File: src/rtl/serial_frame_rx.sv
// Serial frame receiver: hunts for a sync header, deserialises an MSB-first payload,
// checks even parity and keeps good-frame / parity-error counters.
module serial_frame_rx #(
    parameter int unsigned       DATA_W   = 8,
    parameter int unsigned       SYNC_W   = 4,
    parameter logic [SYNC_W-1:0] SYNC_PAT = 4'b1101,
    parameter int unsigned       CNT_W    = 8
) (
    input  logic              clk,
    input  logic              clr,
    input  logic              din,
    input  logic              en,
    output logic [DATA_W-1:0] data_out,
    output logic              valid,
    output logic              par_err,
    output logic              in_frame,
    output logic [CNT_W-1:0]  frame_cnt,
    output logic [CNT_W-1:0]  err_cnt
);

    localparam int unsigned BCNT_W = $clog2(DATA_W);

    localparam logic [1:0] ST_HUNT = 2'd0;
    localparam logic [1:0] ST_DATA = 2'd1;
    localparam logic [1:0] ST_PAR  = 2'd2;

    logic [1:0]        state_q,     state_d;
    // Only the youngest SYNC_W-1 header bits are ever needed for the next match.
    logic [SYNC_W-2:0] sync_sr_q,   sync_sr_d;
    logic [DATA_W-1:0] data_sr_q,   data_sr_d;
    logic [BCNT_W-1:0] bit_cnt_q,   bit_cnt_d;
    logic [DATA_W-1:0] data_out_q,  data_out_d;
    logic              valid_q,     valid_d;
    logic              par_err_q,   par_err_d;
    logic              in_frame_q,  in_frame_d;
    logic [CNT_W-1:0]  frame_cnt_q, frame_cnt_d;
    logic [CNT_W-1:0]  err_cnt_q,   err_cnt_d;

    logic [SYNC_W-1:0] sync_shift;
    logic              parity_odd;

    // Next-state and output logic
    always_comb begin
        state_d     = state_q;
        sync_sr_d   = sync_sr_q;
        data_sr_d   = data_sr_q;
        bit_cnt_d   = bit_cnt_q;
        data_out_d  = data_out_q;
        valid_d     = 1'b0;
        par_err_d   = 1'b0;
        frame_cnt_d = frame_cnt_q;
        err_cnt_d   = err_cnt_q;
        sync_shift  = {sync_sr_q, din};
        parity_odd  = (^data_sr_q) ^ din;

        if (en) begin
            case (state_q)
                ST_HUNT: begin
                    sync_sr_d = sync_shift[SYNC_W-2:0];
                    if (sync_shift == SYNC_PAT) begin
                        state_d   = ST_DATA;
                        bit_cnt_d = '0;
                    end
                end
                ST_DATA: begin
                    data_sr_d = {data_sr_q[DATA_W-2:0], din};
                    bit_cnt_d = bit_cnt_q + BCNT_W'(1);
                    if (bit_cnt_q == BCNT_W'(DATA_W - 1)) begin
                        state_d = ST_PAR;
                    end
                end
                ST_PAR: begin
                    if (!parity_odd) begin
                        data_out_d  = data_sr_q;
                        valid_d     = 1'b1;
                        frame_cnt_d = frame_cnt_q + CNT_W'(1);
                    end else begin
                        par_err_d = 1'b1;
                        if (err_cnt_q != {CNT_W{1'b1}}) begin
                            err_cnt_d = err_cnt_q + CNT_W'(1);
                        end
                    end
                    // Clearing the history forces a fresh header after every frame.
                    state_d   = ST_HUNT;
                    sync_sr_d = '0;
                end
                default: begin
                    state_d = ST_HUNT;
                end
            endcase
        end

        in_frame_d = (state_d != ST_HUNT);
    end

    // State and output registers
    always_ff @(posedge clk or negedge clr) begin
        if (!clr) begin
            state_q     <= ST_HUNT;
            sync_sr_q   <= '0;
            data_sr_q   <= '0;
            bit_cnt_q   <= '0;
            data_out_q  <= '0;
            valid_q     <= 1'b0;
            par_err_q   <= 1'b0;
            in_frame_q  <= 1'b0;
            frame_cnt_q <= '0;
            err_cnt_q   <= '0;
        end else begin
            state_q     <= state_d;
            sync_sr_q   <= sync_sr_d;
            data_sr_q   <= data_sr_d;
            bit_cnt_q   <= bit_cnt_d;
            data_out_q  <= data_out_d;
            valid_q     <= valid_d;
            par_err_q   <= par_err_d;
            in_frame_q  <= in_frame_d;
            frame_cnt_q <= frame_cnt_d;
            err_cnt_q   <= err_cnt_d;
        end
    end

    assign data_out  = data_out_q;
    assign valid     = valid_q;
    assign par_err   = par_err_q;
    assign in_frame  = in_frame_q;
    assign frame_cnt = frame_cnt_q;
    assign err_cnt   = err_cnt_q;

endmodule

File: config.mk
export PLATFORM = sky130hd
export DESIGN_NAME = serial_frame_rx
export DESIGN_NICKNAME = d
export VERILOG_FILES = /design/src/rtl/serial_frame_rx.sv
export SDC_FILE = /design/constraint.sdc
export NUM_CORES = 1
export LEC_CHECK = 0
export ABC_CLOCK_PERIOD_IN_PS = 2000
export CAP_MARGIN = 20
export CELL_PAD_IN_SITES_DETAIL_PLACEMENT = 1
export CELL_PAD_IN_SITES_GLOBAL_PLACEMENT = 1
export CORE_ASPECT_RATIO = 0.7
export CORE_UTILIZATION = 30
export DETAILED_ROUTE_END_ITERATION = 8
export GPL_TIMING_DRIVEN = 0
export PLACE_DENSITY_LB_ADDON = 0.1
export SLEW_MARGIN = 40
export SYNTH_ARGS = -nofsm -noshare
export SYNTH_HDL_FRONTEND = slang
export SYNTH_SLANG_ARGS = --single-unit
File: constraint.sdc
create_clock -name clk -period 2 [get_ports clk]
set_clock_uncertainty 0.05 [all_clocks]
set_input_delay 0.4 -clock clk [delete_from_list [all_inputs] [get_ports clk]]
set_output_delay 0.4 -clock clk [all_outputs]
set_load 0.02 [all_outputs]
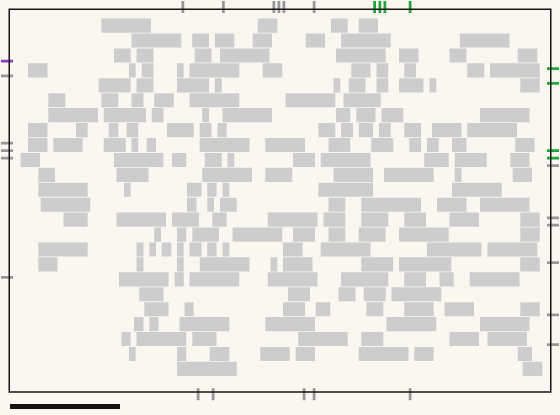
Fig. 1. I/O pins on the die edge.
Scale bar: 20 um. Pins as bars across the die edge, other pins in gray.
legend:
  `frame_cnt`:
    color: green
    pins: 8
    direction: output
    edge: 4 east, 4 north
  `clk`:
    color: purple
    pins: 1
    direction: input
    edge: west
all pins by edge: 10 east, 10 north, 6 west, 5 south

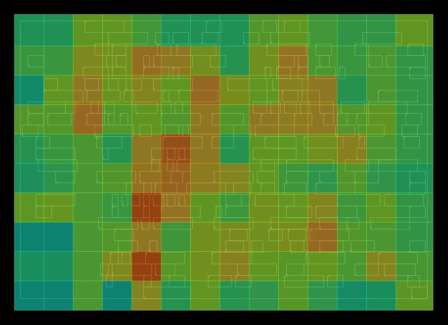
Fig. 2. Routing congestion.
wire per inst: 15.1 um
Util after Layout: 43.7%

==> out/qor.yml <==
status: "finished, violations left"
failed_checks: "setup timing"
clockBufferCount: 5
dr.max_layer_used: "met4"
met3_usage_pct: 3.33
fin_crit_ps: 2100
io_buffer_count: 30
seq_area_frac_synth_pct: 55.1
top_cell_area_share_pct: 55.1
async_reset_ff_share_pct: 100
top_cells_by_area: "dfrtp_1, mux2_4, mux2_2"
wl_met2_um: 2010
postCtsSetupBuffers: 6
max_slew_margin_pct: 70.0
final_cell_mix: "dfrtp_1, clkdlybuf4s50_1, nand2_1"
n_antenna_cell: 0
clk_pin_slew_ps: 90
postCtsHoldBufs: 1
dieHeight_um: 69.5
htreeDepth: 2
dp_cells: 260
ir_worst_vdd_v: 0.00116
ys_sh_aoi_pct: 2.44
yosys_area_um2: 1950
cts_made_buffers: 5
initCoreUtil_pct: 31.3
setup_violations: 14
ys_cells: 151
routed_wl_um: 4210
rsz0062_at_grt: "true"
r2r_end: "data_out[6]"
p_clk_mw: 0.803
clkCellAreaFrac_pct: 5.00
vias_per_cell: 4.67
io_pins: 31
top_area_cell_class: "sequential cells"
worstPathArrival_ps: 2220
warning_count: 28
slowest_stage: "xnor3_2"
lay_top_count: "dfrtp_1"
synth_flops: 43
finalCritPeriodShare_pct: 105
required_ps: 2130
n_all_buffers: 44
switching_share_pct: 35.1
hp-class: "flip-flop to flip-flop"
powerDensity_nw_per_um2: 1780
hold_viol: 0
synthSimpleGateAreaFrac_pct: 14.3
cts_tree: "built"
sh_comb_area_pct: 33.3
syn-cell-area_um2: 1950
ff2ff_path_depth: 7
r2r_slack_ps: -100
dpl_cell_area_um2: 2370
slew_violations: 0
netlist-cell-type-count: 32
yosysWarnings: 0
drive_gt1_share_pct: 28.0
combGateArea_um2: 908
cp_max_fo: 5
avgSynthCellArea_um2: 12.9
setup_ws_ps: -98.2
place_congestion: 0.761
setup_tns_ps: -846
vias: 1299
dieArea_um2: 6840
grt_max_degree: 25
crit_path_end_kind: "flip-flop"
areaGrowthSynthToFinish_pct: 39.8
cp_cell_sequence: "xnor2_1, xnor3_2, xnor2_4, buf_6, nand2_4, buf_12, mux2_4"
root_buffer: "clkbuf_8"
xor_share_pct: 11.2
grt.overflow.total: 0
fin_area_um2: 2730
ys_top_logic_family: "simple AND/OR/NAND/NOR gates"
clk_path_buf_depth: 2
yosys.area_share.adder_pct: 2.56
reg2reg_from: "data_sr_q[5]"
p_total_mw: 4.84
synthFlopType: "dfrtp_1"
